run_1/layer_met1.png
Scale bar: 50 µm.
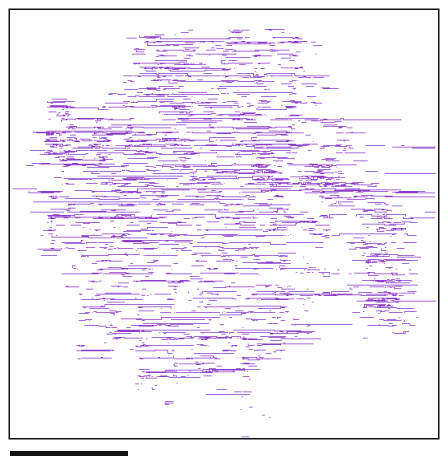
run_1/layer_met2.png
Scale bar: 50 µm.
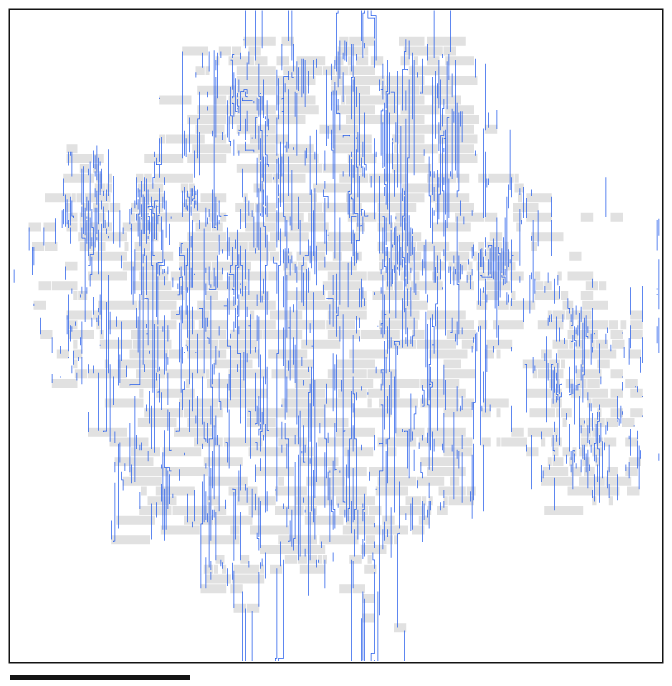
run_1/layer_met3.png
Scale bar: 50 µm.
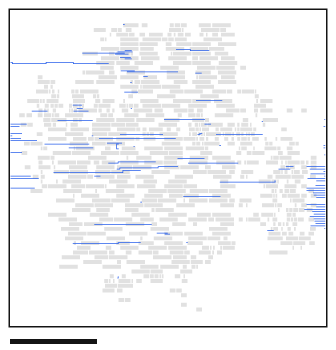
==> config.mk <==
export PLATFORM = sky130hd
export DESIGN_NAME = gb_lcd_capture
export DESIGN_NICKNAME = d
export VERILOG_FILES = /design/src/rtl/gb_lcd_pkg.sv /design/src/rtl/lcd_cap_fifo.sv /design/src/rtl/gb_lcd_capture.sv
export SDC_FILE = /design/constraint.sdc
export NUM_CORES = 1
export LEC_CHECK = 0
export CAP_MARGIN = 30
export CORE_MARGIN = 5
export CORE_UTILIZATION = 33
export DETAILED_ROUTE_END_ITERATION = 16
export PLACE_DENSITY = 0.6
export SYNTH_ARGS = -nofsm -noshare
export SYNTH_HDL_FRONTEND = slang
export SYNTH_SLANG_ARGS = --single-unit
export TNS_END_PERCENT = 100
==> constraint.sdc <==
create_clock -name clk -period 10.3 [get_ports clk]
set_input_delay 2.06 -clock clk [delete_from_list [all_inputs] [get_ports clk]]
set_output_delay 2.06 -clock clk [all_outputs]
set_load 0.03 [all_outputs]
==> results.txt <==
run metrics: post-synthesis cell count=slightly below 600, Clock Skew=18.17 ps, vias in the first global route=between 5000 and 6000, TNS Setup=0 ps, async set-reset flop share out of synthesis=0, CP Capture Type=register, largest net degree at the start of global routing=64, crit path cell chain=clkdlybuf4s50_1 > ha_1 > o2111a_1 > and2_1 > nand2_1 > nor3_2 > buf_4, GR peak layer=met2, Least-Margin Pin Slew=889.8 ps, fill count=around 2600, 1st-pass router iterations=4, CP Data Required Time=about 11000 ps, crit path kind=in -> reg, Min Clock Period, post-route=around 4800 ps, floorplan row count=between 60 and 70, Die Wd=around 180 µm, final setup fails=0, syn_area_per_cell=approximately 17 µm², area grow syn2layout=21.20%, CTS Buffer Depth=3, Leakage=just under 4 nW, Avg WL per Cell=18.95 µm, Pins Over Slew Limit=0, Crit Path Max Fanout=15, Latency at later pin=530 ps, synthesized area=~9700 µm², CTS tree=built, GR Overflow Total=0, reg2reg setup slack=~7900 ps, Nets=roughly 690, CTS root buf=clkbuf_16, DRT antenna net count=0, yosys stat cell total=between 500 and 600, Final Hold Vio Count=0, DR iter-0 viols=342, slowest library cell on the worst path=clkdlybuf4s50_1, R2R cell count=6, layout cells sized above 1=0.1738, Worst Setup Start Kind=primary input, tool warning count=30, core area=28860 µm², Antenna diodes=0, first-pass GRT wire length=approximately 32000 µm, RePlAce Congestion=~0.73, status=finished, final reports clean, initial antenna violation count=0, Post-CTS Resized=0, Yosys cell types=between 40 and 50, HP Class=reg -> reg, DRC viols=0, Seq share, synth=0.6977, Max Clock Freq=between 0.2 and 0.25 GHz, IO Port Bufs=roughly 63, Syn Nets=between 600 and 700, RSZ-0062 raised after global routing=no, die height=around 180 µm, Inserted Clock Buffers=26, I/O pins=between 60 and 70, synthesis area per yosys=9698 µm², synth warn=0, CTS H-tree lvls=1, Vias/cell=roughly 5, Tcrit/Tclk final=0.4649, slowest stage delay, CP=approximately 670 ps, max_slew headroom=0.4036, PwrDens=~240 nW/µm², Max VDD drop=0.1262 mV, Post-CTS Setup Inserts=0, CP arrival=about 5000 ps, Die Area=32920 µm², flip-flops with a built-in enable=about 180, ys flop type=edfxtp_1, max reg flops=approximately 180, max-cap viol count=0, GRT Util Overall=0.1205, Init Core Util=0.3361, Registers, synthesis=246, Worst-path clk slew=approximately 60 ps, Hold Path Stages=2, Post-CTS Hold Buffers=0, Clock Sinks=about 250, Hold Slack=496.0 ps, Detail Placement HPWL=between 10000 and 15000 µm
Back to the opening pictures, layer_met1.png:
wire length on this layer: 9100 µm
nets with wire on the layer: 643
share of all routed wire: 45%
longest straight run: 59.8 µm
main direction: horizontal
vias post-DR: 5317
Detailed Route WL: 20150 µm
met1 usage: 0.1654

Back to the opening pictures, layer_met2.png:
longest straight run: 56.4 µm
share of all routed wire: 48%
main direction: vertical
met2 GRT Util: 0.2015

Back to the opening pictures, layer_met3.png:
share of all routed wire: 4.9%
longest straight run: 43.7 µm
nets with wire on the layer: 70
grt met3 use: 0.02321

-- run 1: routing by layer --
metal / up-vias / part of all wire / wire length, µm
met2: 135 / 0.48 / 9725
met5: - / 0 / 0
met1: 2725 / 0.45 / 9097
li1: 2430 / - / -
met4: 0 / 0.017 / 341
met3: 27 / 0.049 / 984
-- run 1: final cells by class --
type	count	area, µm²	area share
Timing Repair Buffer	78	750.7	0.06387
Tap cell	384	480.5	0.04088
Clock inverter	13	190.2	0.01618
Multi-Input combinational cell	291	2778	0.2363
Sequential cell	246	6769	0.5759
Inverter	16	60.06	0.005110
Clock buffer	35	725.7	0.06174
-- run 1: placed cells by master, fill, tap and decap left out, types with 12 or more instances in the layout --
| master | synthesis | final |
|---|---|---|
| edfxtp_1 | 184 | 184 |
| clkdlybuf4s50_1 | 0 | 62 |
| dfxtp_1 | 62 | 60 |
| nor2_1 | 56 | 52 |
| mux4_2 | 46 | 46 |
| mux2i_1 | 29 | 29 |
| clkbuf_16 | 0 | 27 |
| a211oi_1 | 24 | 24 |
| inv_1 | 16 | 16 |
| xor2_1 | 15 | 15 |
| buf_4 | 1 | 14 |
| nor2b_1 | 13 | 13 |
| a21oi_1 | 13 | 13 |
| nand2_1 | 12 | 12 |
-- run 1: kinds of logic (layout without fill, tap and decap cells) --
family | Yosys count | in the layout | share of synthesized area
AND-OR/OR-AND | 60 | 60 | 0.04438
XOR/XNOR | 21 | 21 | 0.01897
adder cells (fa/ha/maj) | 11 | 11 | 0.01497
buffers and inverters | 47 | 142 | 0.02013
flip-flops | 246 | 246 | 0.6977
multiplexers | 76 | 76 | 0.1379
AND/OR/NAND/NOR | 123 | 123 | 0.06593
-- run 1: critical path, delay by kind of cell --
family                     cells  cell delay [ps]
buffers and inverters          2             1060
AOI/OAI and AO/OA              1              470
and+or+nand+nor                3             1090
adders and majority gates      1              320
-- run 1: cells in the mapped netlist, types with 7 or more instances --
master,instances,share of area
nor2b_1,13,0.0084
a211oi_1,24,0.019
clkbuf_1,20,0.0077
edfxtp_1,184,0.57
a21oi_1,13,0.0067
nor2_1,56,0.022
mux2i_1,29,0.030
nand2_1,12,0.0046
mux4_2,46,0.11
dfxtp_1,62,0.13
xor2_1,15,0.014
a311oi_1,8,0.0072
and3_1,7,0.0045
ha_1,10,0.013
nand3_1,9,0.0046
inv_1,16,0.0062
-- run 1: power breakdown --
part | switching (mW) | internal, mW
sequential | 0.0398 | 1.13
combinational | 0.392 | 0.321
clock | 0.369 | 0.618
-- run 1: through the flow --
stage | area (µm²) | utilization | std cells | worst slack (ps) | power [mW]
finish | 11750 | 0.4073 | 1063 | 5511 | 2.870
global route | 11750 | 0.4073 | 1063 | 5294 | 3.003
CTS | 11750 | 0.4073 | 1063 | 5512 | 2.909
detailed placement | 10840 | 0.3756 | 1015 | 4995 | 1.915
global placement | 10820 | 0.3749 | 1014 | 5111 | 1.897
floorplan | 9698 | - | 584 | 4861 | 1.685
Power and IR drop assume default switching activity.
